===== config.mk =====
export PLATFORM = sky130hd
export DESIGN_NAME = cnt_sequencer_flat
export DESIGN_NICKNAME = d
export VERILOG_FILES = /design/src/rtl/cnt_seq_pkg.sv /design/src/rtl/cnt_sequencer_if.sv /design/src/rtl/cnt_seq_presc.sv /design/src/rtl/cnt_sequencer.sv /design/src/flat_wrapper.sv
export SDC_FILE = /design/constraint.sdc
export NUM_CORES = 1
export LEC_CHECK = 0
export CAP_MARGIN = 30
export CORE_UTILIZATION = 46
export DETAILED_ROUTE_END_ITERATION = 16
export MAX_ROUTING_LAYER = met4
export PLACE_DENSITY = 0.77
export SLEW_MARGIN = 20
export SYNTH_ARGS = -nofsm -noshare
export SYNTH_HDL_FRONTEND = slang
export SYNTH_SLANG_ARGS = --single-unit

===== constraint.sdc =====
create_clock -name clk -period 1.9 [get_ports clk]
set_input_delay 0.38 -clock clk [delete_from_list [all_inputs] [get_ports clk]]
set_output_delay 0.38 -clock clk [all_outputs]
set_load 0.02 [all_outputs]

===== src/rtl/cnt_seq_pkg.sv =====
// cnt_seq_pkg: shared state encoding and run-mode constants for cnt_sequencer.
// Build option CNT_SEQ_PRESCALE_EN is consumed by the interface, top and prescaler files.
package cnt_seq_pkg;

  typedef enum logic [1:0] {
    IDLE  = 2'd0,
    RUN   = 2'd1,
    PAUSE = 2'd2,
    DONE  = 2'd3
  } state_t;

  localparam logic MODE_ONESHOT  = 1'b0;
  localparam logic MODE_PERIODIC = 1'b1;

endpackage


===== src/rtl/cnt_sequencer_if.sv =====
// cnt_sequencer_if: command inputs and counter status of cnt_sequencer; presc_div and
// PRESC_W exist only when CNT_SEQ_PRESCALE_EN is defined.
interface cnt_sequencer_if #(
  parameter int WIDTH = 4
`ifdef CNT_SEQ_PRESCALE_EN
  , parameter int PRESC_W = 4
`endif
);

  logic             start;
  logic             stop;
  logic             clear;
  logic             mode;
  logic [WIDTH-1:0] load_val;
`ifdef CNT_SEQ_PRESCALE_EN
  logic [PRESC_W-1:0] presc_div;
`endif
  logic [WIDTH-1:0] cnt;
  logic             busy;
  logic             tick;
  logic             done;

`ifdef CNT_SEQ_PRESCALE_EN
  modport master (output start, stop, clear, mode, load_val, presc_div,
                  input  cnt, busy, tick, done);
  modport slave  (input  start, stop, clear, mode, load_val, presc_div,
                  output cnt, busy, tick, done);
`else
  modport master (output start, stop, clear, mode, load_val,
                  input  cnt, busy, tick, done);
  modport slave  (input  start, stop, clear, mode, load_val,
                  output cnt, busy, tick, done);
`endif

endinterface


===== src/rtl/cnt_seq_presc.sv =====
// cnt_seq_presc: divide-by-(div+1) enable for the RUN counter; en is combinational from the held count.
// Latency: en rises the cycle the count equals div; no backpressure, clr wins over run.
module cnt_seq_presc #(
  parameter int PRESC_W = 4
) (
  input  logic               clk,
  input  logic               rst,
  input  logic               clr,
  input  logic               run,
  input  logic [PRESC_W-1:0] div,
  output logic               en
);

  logic [PRESC_W-1:0] presc_q;

  assign en = run && (presc_q == div);

  always_ff @(posedge clk) begin
    if (rst || clr) begin
      presc_q <= '0;
    end else if (run) begin
      presc_q <= (presc_q == div) ? '0 : presc_q + PRESC_W'(1);
    end
  end

endmodule


===== src/rtl/cnt_sequencer.sv =====
// cnt_sequencer: start/stop/clear run control over an up-counter with terminal-count tick; tick/done are
// registered one edge after the terminal count; no backpressure. Prescaler enable via CNT_SEQ_PRESCALE_EN.
module cnt_sequencer #(
  parameter int WIDTH = 4
`ifdef CNT_SEQ_PRESCALE_EN
  , parameter int PRESC_W = 4
`endif
) (
  input  logic            clk,
  input  logic            rst,
  cnt_sequencer_if.slave  sif
);

  import cnt_seq_pkg::*;

  state_t           state_q, state_d;
  logic [WIDTH-1:0] cnt_q, cnt_d;
  logic [WIDTH-1:0] term_q, term_d;
  logic             mode_q, mode_d;
  logic             tick_q, tick_d;
  logic             en;

`ifdef CNT_SEQ_PRESCALE_EN
  logic presc_clr;
  logic presc_run;

  // Prescaler only advances on RUN cycles that actually count, so stop and clear freeze it.
  assign presc_clr = sif.clear || (sif.start && (state_q == IDLE || state_q == DONE));
  assign presc_run = (state_q == RUN) && !sif.stop && !sif.clear;

  cnt_seq_presc #(.PRESC_W(PRESC_W)) u_presc (
    .clk (clk),
    .rst (rst),
    .clr (presc_clr),
    .run (presc_run),
    .div (sif.presc_div),
    .en  (en)
  );
`else
  assign en = 1'b1;
`endif

  always_comb begin
    state_d = state_q;
    cnt_d   = cnt_q;
    term_d  = term_q;
    mode_d  = mode_q;
    tick_d  = 1'b0;
    if (sif.clear) begin
      state_d = IDLE;
      cnt_d   = '0;
    end else begin
      case (state_q)
        IDLE, DONE: begin
          if (sif.start) begin
            state_d = RUN;
            term_d  = sif.load_val;
            mode_d  = sif.mode;
            cnt_d   = '0;
          end
        end
        RUN: begin
          if (sif.stop) begin
            state_d = PAUSE;
          end else if (en) begin
            if (cnt_q == term_q) begin
              tick_d = 1'b1;
              if (mode_q == MODE_ONESHOT) state_d = DONE;
              else                        cnt_d   = '0;
            end else begin
              cnt_d = cnt_q + WIDTH'(1);
            end
          end
        end
        PAUSE: begin
          if (sif.start) state_d = RUN;
        end
        default: state_d = IDLE;
      endcase
    end
  end

  always_ff @(posedge clk) begin
    if (rst) begin
      state_q <= IDLE;
      cnt_q   <= '0;
      term_q  <= '0;
      mode_q  <= MODE_ONESHOT;
      tick_q  <= 1'b0;
    end else begin
      state_q <= state_d;
      cnt_q   <= cnt_d;
      term_q  <= term_d;
      mode_q  <= mode_d;
      tick_q  <= tick_d;
    end
  end

  assign sif.cnt  = cnt_q;
  assign sif.busy = (state_q == RUN) || (state_q == PAUSE);
  assign sif.done = (state_q == DONE);
  assign sif.tick = tick_q;

endmodule


===== src/flat_wrapper.sv =====
// flat-port wrapper written by rule: the top's interface ports become plain ports
module cnt_sequencer_flat import cnt_seq_pkg::*;
#(
  parameter int WIDTH = 4

)
  (clk, rst, sif_start, sif_stop, sif_clear, sif_mode, sif_load_val, sif_cnt, sif_busy, sif_tick, sif_done);
  cnt_sequencer_if #(.WIDTH(WIDTH)) sif_i ();
  input  logic clk;
  input  logic rst;
  input wire logic [$bits(sif_i.start)-1:0] sif_start;
  input wire logic [$bits(sif_i.stop)-1:0] sif_stop;
  input wire logic [$bits(sif_i.clear)-1:0] sif_clear;
  input wire logic [$bits(sif_i.mode)-1:0] sif_mode;
  input wire logic [$bits(sif_i.load_val)-1:0] sif_load_val;
  output wire logic [$bits(sif_i.cnt)-1:0] sif_cnt;
  output wire logic [$bits(sif_i.busy)-1:0] sif_busy;
  output wire logic [$bits(sif_i.tick)-1:0] sif_tick;
  output wire logic [$bits(sif_i.done)-1:0] sif_done;
  assign sif_i.start = sif_start;
  assign sif_i.stop = sif_stop;
  assign sif_i.clear = sif_clear;
  assign sif_i.mode = sif_mode;
  assign sif_i.load_val = sif_load_val;
  assign sif_cnt = sif_i.cnt;
  assign sif_busy = sif_i.busy;
  assign sif_tick = sif_i.tick;
  assign sif_done = sif_i.done;
  cnt_sequencer #(.WIDTH(WIDTH)) u_core (.clk(clk), .rst(rst), .sif(sif_i));
endmodule

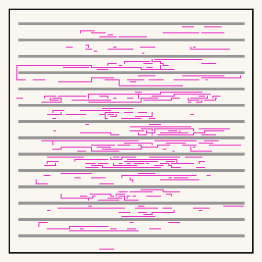
(signal wires on met1)
(6 px per µm) Supply wires on this layer in grey.
The layer holds 50% of the routed length. 98 nets have wire on it. The layer carries 657 µm of wire.
WL final: 1310 µm
met1 global-route usage: 25.5%
via count: 608

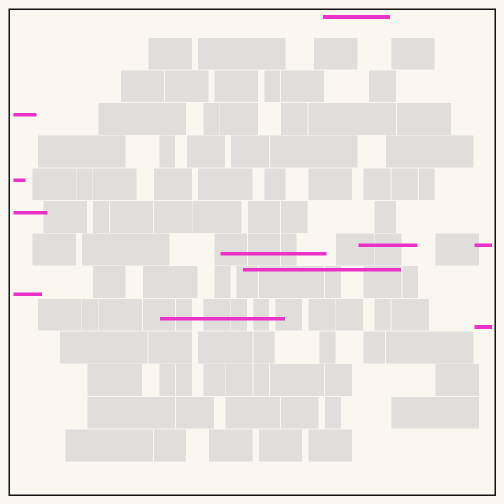
(metal 3)
(12 px per µm)
The wires run mostly horizontal. The longest straight run is 12.9 µm. 10 nets have wire on it.
met3 Usage GRT: 5.00%

==> reports/metrics.yaml <==
pwr:
  p_seq_share_pct: 48.3
  clkPwrFrac_pct: 25.9
  p_seq_mw: 0.277
  p_sw_mw: 0.163
  leakagePower_nw: 0.389
  p_int_mw: 0.410
  pwr_density_cell_mw_per_mm2: 640
  p_comb_mw: 0.148
  vdd_ir_drop_max_v: 0.000468
  total_power_mw: 0.574
  power_leader: "sequential cells"
finish:
  n_fill_cell: 121
  n_all_buffers: 19
  stdcell_area_um2: 896
  largest_cell_class: "combinational gates"
  comb_share_pct: 44.6
  lay_top_cells: "15 x clkdlybuf4s50_1, 12 x dfxtp_1, 9 x inv_1, 7 x nor2_1, 6 x mux2i_1"
  clock_buffers: 3
  fin_util_pct: 67.2
  num-nonclk-inverters: 9
  seq_cell_count: 12
  seq_share_pct: 26.8
  final_nets: 113
routing:
  met3_length_um: 50
  drt_iter0_markers: 18
  ant_nets: 0
  wl_met2_um: 579
  wire_per_inst_um: 11.8
  drc: 0
clock_network:
  holdBufCountCts: 0
  clk_latency_ps: 260
  root_buffer: "clkbuf_4"
  post-cts-setup-buffers: 0
  cts.path.max_buffers: 2
  cts_made_buffers: 3
  cts_max_level: 1
  cts_sinks: 12
  cts_tree: "yes"
  cts_resized: 1
floorplanning:
  core_area_mm2: 0.00133
  die_y_um: 40.4
  rows: 13
  fp_util_pct: 50.8
  die_w_um: 40.4
  chip_area_mm2: 0.00163
worst_setup_path:
  r2r-start: "u_core.sif.cnt[1]$_SDFFE_PP0P_"
  start_kind: "register"
  critical_path_depth: 3
  cp.required_ps: 1520
  crit_path_end_kind: "output pin"
  reg2reg_slack_ps: 330
  path_buffers: 2
  slowest_stage: "clkdlybuf4s50_1"
  max_stage_delay_ps: 600
  reg2reg_depth: 4
  path_class: "register to output pin"
  crit_end: "sif_done"
  worst_r2r_endpoint: "u_core.sif.cnt[1]$_SDFFE_PP0P_"
placement:
  place_ws_ps: 59.5
  dp_hpwl_um: 1060
  place_area_um2: 875
synthesis:
  avgSynthCellArea_um2: 9.03
  ys.flops: 12
  ys_sh_adder_pct: 9.24
  top_area_cell: "dfxtp_1"
  ys_seq_share_pct: 35.5
  top_cells_by_count: "12 x dfxtp_1, 9 x inv_1, 7 x nor2_1"
  xor_share_pct: 6.47
  ys_warn_count: 0
  yosys.area_share.simple_pct: 19.8
  ff_type: "dfxtp_1"
  area_leaders: "dfxtp_1 35%, ha_1 9.2%, mux2i_1 8.9%"
  synth_top_area_share_pct: 35.5
  synthTopLogicFamily: "simple AND/OR/NAND/NOR gates"
  yosys_cells: 75
  ys_types: 27
  edf_count: 0
  yosysMostFrequentCell: "dfxtp_1"
  floorplan.nets: 90
global_route:
  antenna_found_initial: 0
  grt_util_met2_pct: 30.6
  grt_overflow: 0
  top_usage_layer: "met2"
  grt_pass1_wl_um: 2100
  grt_max_degree: 7
run_status:
  status: "finished, final reports clean"
final_timing:
  fmaxAchievable_ghz: 0.545
  finalSetupTns_ps: 0
  finalMaxSlewViolations: 0
  final.setup_skew_ps: 2.80
  tightest_slew_ps: 469
  hold-worst-slack_ps: 503
  hold_violations: 0
  setup_ws_ps: 65.7
  rsz0062_at_grt: "no"
  finalSetupViolations: 0
  slew_headroom_pct: 68.5
min_path:
  hold_path_class: "register to register"
No activity file was given, so power comes from the tool's default toggle rates.
